===== src/rtl/integer_multiplier.sv =====
// integer_multiplier
// Sequential unsigned shift-add multiplier. A start pulse in IDLE loads the
// operands; CALC then runs exactly WIDTH iterations (no early exit) and the
// full 2*WIDTH-bit product is loaded on the final iteration, with a one-cycle
// registered done pulse. The overflow flag marks products wider than WIDTH
// bits, i.e. results that do not fit the display range.
module integer_multiplier #(
  parameter int WIDTH = 10
) (
  input  logic                 clk,
  input  logic                 reset,          // asynchronous, active-low
  input  logic [WIDTH-1:0]     multiplicand,
  input  logic [WIDTH-1:0]     multiplier,
  input  logic                 start,
  output logic [2*WIDTH-1:0]   product,
  output logic                 overflow,
  output logic                 busy,
  output logic                 done
);

  // Counter must be able to hold the value WIDTH itself.
  localparam int CW = $clog2(WIDTH + 1);

  typedef enum logic [1:0] {
    S_IDLE = 2'd0,
    S_CALC = 2'd1,
    S_DONE = 2'd2
  } state_t;

  state_t               r_state;
  state_t               w_state_next;

  logic [2*WIDTH-1:0]   r_acc;
  logic [2*WIDTH-1:0]   r_mcand_sh;
  logic [WIDTH-1:0]     r_mplier_sh;
  logic [CW-1:0]        r_count;

  logic [2*WIDTH-1:0]   r_product;
  logic                 r_overflow;
  logic                 r_done;

  logic                 w_accept;
  logic                 w_last;
  logic [2*WIDTH-1:0]   w_acc_sum;

  // A start request only counts while idle; starts during CALC/DONE are dropped.
  assign w_accept = (r_state == S_IDLE) && start;

  // The iteration on which the counter steps from 1 to 0 is the final one.
  assign w_last = (r_state == S_CALC) && (r_count == CW'(1));

  // One shift-add step: add the shifted multiplicand when the current
  // multiplier bit is set. The product of two WIDTH-bit values always fits
  // in 2*WIDTH bits, so no carry-out is lost.
  assign w_acc_sum = r_mplier_sh[0] ? (r_acc + r_mcand_sh) : r_acc;

  // State register.
  always_ff @(posedge clk or negedge reset) begin
    if (!reset) begin
      r_state <= S_IDLE;
    end else begin
      r_state <= w_state_next;
    end
  end

  // Next-state logic: IDLE -> CALC -> DONE -> IDLE.
  always_comb begin
    w_state_next = r_state;
    case (r_state)
      S_IDLE: begin
        if (start) begin
          w_state_next = S_CALC;
        end
      end
      S_CALC: begin
        if (w_last) begin
          w_state_next = S_DONE;
        end
      end
      S_DONE: begin
        w_state_next = S_IDLE;
      end
      default: begin
        w_state_next = S_IDLE;
      end
    endcase
  end

  // Working registers: load on accept, then shift/accumulate each CALC cycle.
  always_ff @(posedge clk or negedge reset) begin
    if (!reset) begin
      r_acc       <= '0;
      r_mcand_sh  <= '0;
      r_mplier_sh <= '0;
      r_count     <= '0;
    end else if (w_accept) begin
      r_acc       <= '0;
      r_mcand_sh  <= {{WIDTH{1'b0}}, multiplicand};
      r_mplier_sh <= multiplier;
      r_count     <= CW'(WIDTH);
    end else if (r_state == S_CALC) begin
      r_acc       <= w_acc_sum;
      r_mcand_sh  <= r_mcand_sh << 1;
      r_mplier_sh <= r_mplier_sh >> 1;
      r_count     <= r_count - CW'(1);
    end
  end

  // Result registers: updated only on the final iteration and held through
  // IDLE until the next completion; a new start does not clear them.
  always_ff @(posedge clk or negedge reset) begin
    if (!reset) begin
      r_product  <= '0;
      r_overflow <= 1'b0;
      r_done     <= 1'b0;
    end else begin
      r_done <= w_last;
      if (w_last) begin
        r_product  <= w_acc_sum;
        r_overflow <= |w_acc_sum[2*WIDTH-1:WIDTH];
      end
    end
  end

  assign product  = r_product;
  assign overflow = r_overflow;
  assign done     = r_done;
  assign busy     = (r_state != S_IDLE);

endmodule


===== config.mk =====
export PLATFORM = sky130hd
export DESIGN_NAME = integer_multiplier
export DESIGN_NICKNAME = d
export VERILOG_FILES = /design/src/rtl/integer_multiplier.sv
export SDC_FILE = /design/constraint.sdc
export NUM_CORES = 1
export LEC_CHECK = 0
export ABC_AREA = 1
export ABC_CLOCK_PERIOD_IN_PS = 2100
export CELL_PAD_IN_SITES_DETAIL_PLACEMENT = 0
export CELL_PAD_IN_SITES_GLOBAL_PLACEMENT = 1
export CORE_UTILIZATION = 40
export CTS_BUF_LIST = sky130_fd_sc_hd__clkbuf_16
export DETAILED_ROUTE_END_ITERATION = 16
export GPL_TIMING_DRIVEN = 0
export PLACE_DENSITY = 0.82
export SLEW_MARGIN = 30
export SYNTH_ARGS = -nofsm -noshare
export SYNTH_HDL_FRONTEND = slang
export SYNTH_SLANG_ARGS = --single-unit

===== constraint.sdc =====
create_clock -name clk -period 2.1 [get_ports clk]
set_input_delay 0.315 -clock clk [delete_from_list [all_inputs] [get_ports clk]]
set_output_delay 0.315 -clock clk [all_outputs]
set_load 0.005 [all_outputs]

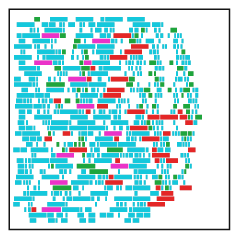
Fig. 1. Cell sizes after repair.
Scale: 2 px per µm.
legend:
  drive 3 to 4:
    colour: red
    cells: 39
    share: 5.8%
    most_used: ha_4
  drive 2:
    colour: green
    cells: 71
    share: 11%
    most_used: nand2_2
  drive 1 or less:
    colour: cyan
    cells: 551
    share: 82%
    most_used: nand2_1
  drive 6 and up:
    colour: magenta
    cells: 11
    share: 1.6%
    most_used: clkbuf_16

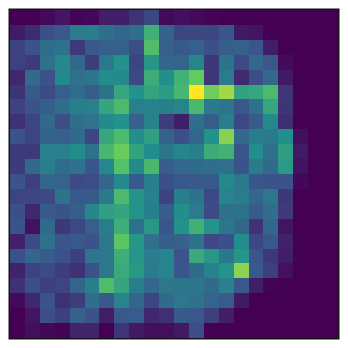
Fig. 2. Signal metal coverage by tile.
Scale: 3 px per µm. The die is cut into 22 by 22 equal tiles; dark purple is low, yellow is high, scaled to the fullest tile. Values are wire area over tile area, all layers added.
emptiest ninth of the die: south-east
mean over tiles: 0.17
tiles over half the peak: 12%
fullest tile: 0.62
densest ninth of the die: centre

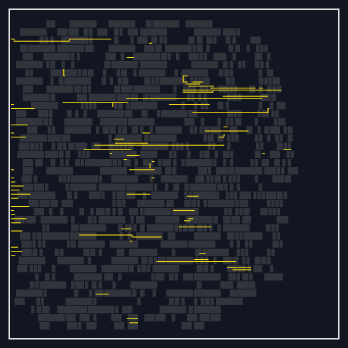
Fig. 3. M3 wires.
Scale: 3 px per µm.
nets with wire on the layer: 57
share of all routed wire: 4.2%
wire length on this layer: 535 µm
main direction: horizontal
longest straight run: 45.1 µm
M3 GR Usage: 0.0308
Post-Route WL: 12,700 µm
Vias: 4,216

==> out/qor.yml <==
setup_path:
  required_ps: 2320
  reg2reg_slack_ps: -20
  reg2reg_to: "overflow$_DFFE_PN0P_"
  cpMostUsedCell: "nand2_2"
  startpoint_type: "register"
  critPathLaunch: "r_mcand_sh[0]$_DFFE_PN0P_"
  cp.buffers_inverters: 0
  crit_path_end: "overflow$_DFFE_PN0P_"
  worstPathCellList: "ha_4, fa_2, nand3_2, nand3_4, nand2_2, nand2_2, nand2_2, nand3b_1, nand3_2, nand2_2, nor2_1, nand3_1, nor2_2, nor2_1"
  critPathMaxStageDelay_ps: 420
  rr_worst_depth: 14
  end_kind: "register"
  critical_path.top_delay_family: "simple AND/OR/NAND/NOR gates"
  worstPathMaxFanout: 3
clock_network:
  clkTransAtPathRegs_ps: 60
  h-tree-depth: 3
  cts_tree: "yes"
  holdBufCountCts: 1
  cts_root_buf: "clkbuf_16"
  post_cts_buffers: 4
  clk_path_buf_depth: 2
  numCtsBuffers: 9
  cts.sinks: 78
  postCtsResizedCells: 27
power_and_ir_drop:
  pwr-share-clk: 0.126
  power.switching_w: 0.00486
  powerDensity_nw_per_um2: 1770
  pwr-share-seq: 0.268
  power_w: 0.0105
  pwr.group.clock_w: 0.00132
  comb_power_share: 0.606
  p_sw_frac: 0.464
  power.internal_w: 0.00562
  leakagePower_nw: 2.87
  p_seq_w: 0.00281
  irDropWorstVdd_mv: 0.830
  comb_power_w: 0.00635
  power_leader: "combinational logic"
synth:
  yosysSeqAreaShare: 0.423
  yosysWarnings: 0
  ys_sh_xor: 0.0190
  top_cell: "nand2_1"
  simple_gate_area_frac: 0.273
  synthDistinctLibCells: 38
  ff_type: "dfrtp_1"
  topCellsByArea: "dfrtp_1 (42%), nand2_1 (15%), inv_1 (7.6%), ha_1 (5.7%), o21ai_0 (3.8%)"
  ys.flops: 78
  ys_cells: 602
  edf_count: 0
  fp_nets: 647
  ys_area_um2: 4610
  common_cells: "nand2_1 (188), inv_1 (93), dfrtp_1 (78), o21ai_0 (35), nand3_1 (26)"
  top_area_cell: "dfrtp_1"
  postSynthCellCount: 602
  netlist_area_um2: 4610
  async_reset_ff_frac: 1.00
layout:
  drive_above_1_share: 0.180
  nNonClkBuffers: 75
  final_cell_mix: "nand2_1 (178), inv_1 (95), dfrtp_1 (74), clkdlybuf4s50_1 (44), o21ai_0 (30)"
  antennaDiodeCount: 0
  area_share_nonclk_buffers: 0.109
  comb_cells: 403
  sh_seq_area: 0.330
  mi_logic_area_um2: 2520
  finalInstanceArea_um2: 5930
  area_growth_pct: 28.7
  fill_cells: 1044
  comb_area_share: 0.426
  seq_area_um2: 1960
  clock_cell_area_share: 0.0416
  stdcell_count: 812
  layout_top_cell: "nand2_1"
  seq_cells: 78
  final_nets: 714
  clkbuf_count: 9
  inv_count: 102
  largest_cell_class: "logic gates"
sta:
  hold_viol: 0
  hold_slack_ps: 466
  tightest_slew_ps: 579
  fin_skew_ps: 4.02
  maxSlewHeadroom: 0.614
  finalCritPeriodShare: 1.01
  period_needed_ps: 2120
  setup_viol_count_final: 1
  tns_ps: -24.6
  slew_viol_final: 0
  rsz0062_at_grt: "yes"
  worst_slack_ps: -24.6
  fmax_ghz: 0.471
route:
  firstDrtPassIters: 5
  via_per_inst: 5.19
  antenna_left: 0
  dr_wl_met2_um: 6110
  drt_iter0_markers: 226
  top_layer: "met4"
  wl_met1_um: 5880
  drcViolationCount: 0
global_routing:
  grt_pass1_wl_um: 20300
  busiest_layer: "met2"
  grt_max_degree: 51
  use_met2: 0.375
  gr-total-overflow: 0
  grt_pass1_vias: 4132
  antenna_found_initial: 0
die:
  die_area_um2: 12000
  core_area_um2: 11000
  ios: 46
  nWellTaps: 140
  die_x_um: 109
  num_rows: 38
  dieHeight_um: 109
placed_design:
  dp.cells: 788
  dpl_cell_area_um2: 5260
  gp_congestion: 0.846
  pre_cts_ws_ps: -271
  port_buffers: 45
  hpwlAfterDp_um: 9470
run:
  tool_warnings: 29
outcome:
  violations: "negative setup slack"
  status: "complete, but fails checks"
min_path:
  hold_class: "in2async"
Power figures rest on the tool's default switching activity, not on a simulated workload.
